==> config.mk <==
export PLATFORM = sky130hd
export DESIGN_NAME = icache
export DESIGN_NICKNAME = d
export VERILOG_FILES = /design/src/rtl/icache.sv
export SDC_FILE = /design/constraint.sdc
export NUM_CORES = 1
export LEC_CHECK = 0
export ABC_CLOCK_PERIOD_IN_PS = 7000
export CAP_MARGIN = 5
export CORE_UTILIZATION = 49
export DETAILED_ROUTE_END_ITERATION = 8
export HOLD_SLACK_MARGIN = 0.02
export PLACE_DENSITY = 0.66
export SETUP_SLACK_MARGIN = 0.15
export SLEW_MARGIN = 20
export SYNTH_ARGS = -nofsm -noshare
export SYNTH_HDL_FRONTEND = slang
export SYNTH_SLANG_ARGS = --single-unit
==> constraint.sdc <==
create_clock -name CLK -period 7 [get_ports CLK]
set_input_delay 1.05 -clock CLK [delete_from_list [all_inputs] [get_ports CLK]]
set_output_delay 1.05 -clock CLK [all_outputs]
set_load 0.03 [all_outputs]
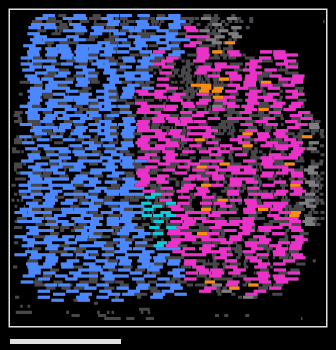
**Above:** register map, names as in the netlist.
Scale bar: 100 um.
cyan -> `valid_q`  # flops 16
orange -> `miss_addr_q`  # flops 30
magenta -> `tag_q`  # flops 416
blue -> `data_q`  # flops 512
power in sequential cells: 7.17 mW
area occupied by registers: 29,800 um2
flop share of the area: 66.0%
Final Util: 57.9%

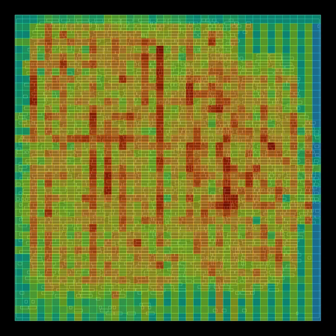
**Above:** congestion heat map.
met1 Use GR: 30.7%
grt met3 use: 4.14%
Most Used Layer, Global Route: met2

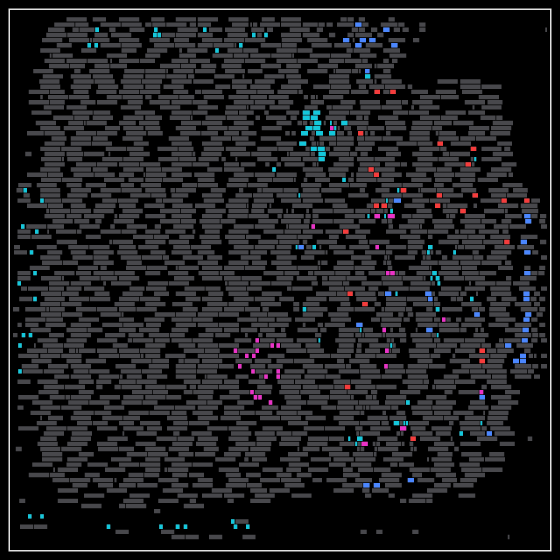
**Above:** logic cells by family.
red -> xor and xnor cells  # cells 25, most used xnor2_1
cyan -> nor cells  # cells 86, most used nor2b_1, where spread over the die
blue -> non-inverting ao/oa cells  # cells 36, most used a32o_1
magenta -> and/or cells  # cells 30, most used or2_2
Comb area share: 19.3%
final non-filler cell total: 3,035

==> deck_impl_summary.md <==
Flow Results at a Glance

Clock network
  • Root Buffer: clkbuf_16
  • CTS sink cnt: 1,005
  • Cts hold-fix bufs: 0

Logic synthesis
  • Post-Syn Area per Cell: 22.7 um2
  • Unique cell type count in the Yosys netlist: 65
  • YS chip area: 38,900 um2
  • Top-area cell share: 71.6%
  • Count leader, synth: edfxtp_1
  • Top cells by area, synth: edfxtp_1, mux4_2, dfrtp_1
  • Mapped Area: 38,900 um2
  • Yosys Instances: 1,716

Placed design
  • Placed Cells incl. Taps: 2,847
  • Hpwl dp: 45,400 um

Run status
  • Status: completed

Die
  • Die area: 80,500 um2
  • TAP cells: 1,040
  • Die width: 284 um

Pwr
  • Sw Pwr: 2.94 mW
  • Clk network pwr share: 39.1%
  • Gate power share: 7.3%
  • Internal cell power: 10.4 mW

Setup path
  • WP depth: 10
  • CP bufs+invs: 4
  • Crit Path Category: input pin to output pin

Worst hold path
  • Worst hold path class: input pin to asynchronous set/reset pin

Job
  • Log Warnings: 29

Route
  • # DRC: 0
  • Total wire length: 87,000 um
  • DRT iter0 DRCs: 1,628

Final timing
  • Slew @ Worst Pin: 1140 ps
  • Max Clk Rate: 173 MHz
  • Final Hold Fails: 0

Final layout
  • Fin nets: 1,977
  • Clock buf/inv share: 7.15%

Global routing
  • GRT overflow: 0
==> per-stage QoR <==
stage | cell area (um2) | hold slack, ps
after floorplan | 38900 | 434
after global placement | 41900 | 446
after detailed placement | 41900 | 452
after CTS | 45100 | 306
after global routing | 45100 | 320
final | 45100 | 316
==> worst register-to-register path, delay by kind of cell (launching register included) <==
family	cells	cell delay, ps
buf+inv	1	420
simple gates	2	520
compound gates	4	1470
mux	1	480
xor+xnor	1	490
flops	1	360
==> cell families after synthesis <==
logic type	count (synthesis)	synth area share [%]
DFF	1005	76.6
other	1	0.00964
xor gates and xnor gates	25	0.563
muxes	336	17.2
and+or+nand+nor	158	2.27
buffers and inverters	97	1.32
AOI/OAI and AO/OA	94	2.00
No activity file was given, so power comes from the tool's default toggle rates.
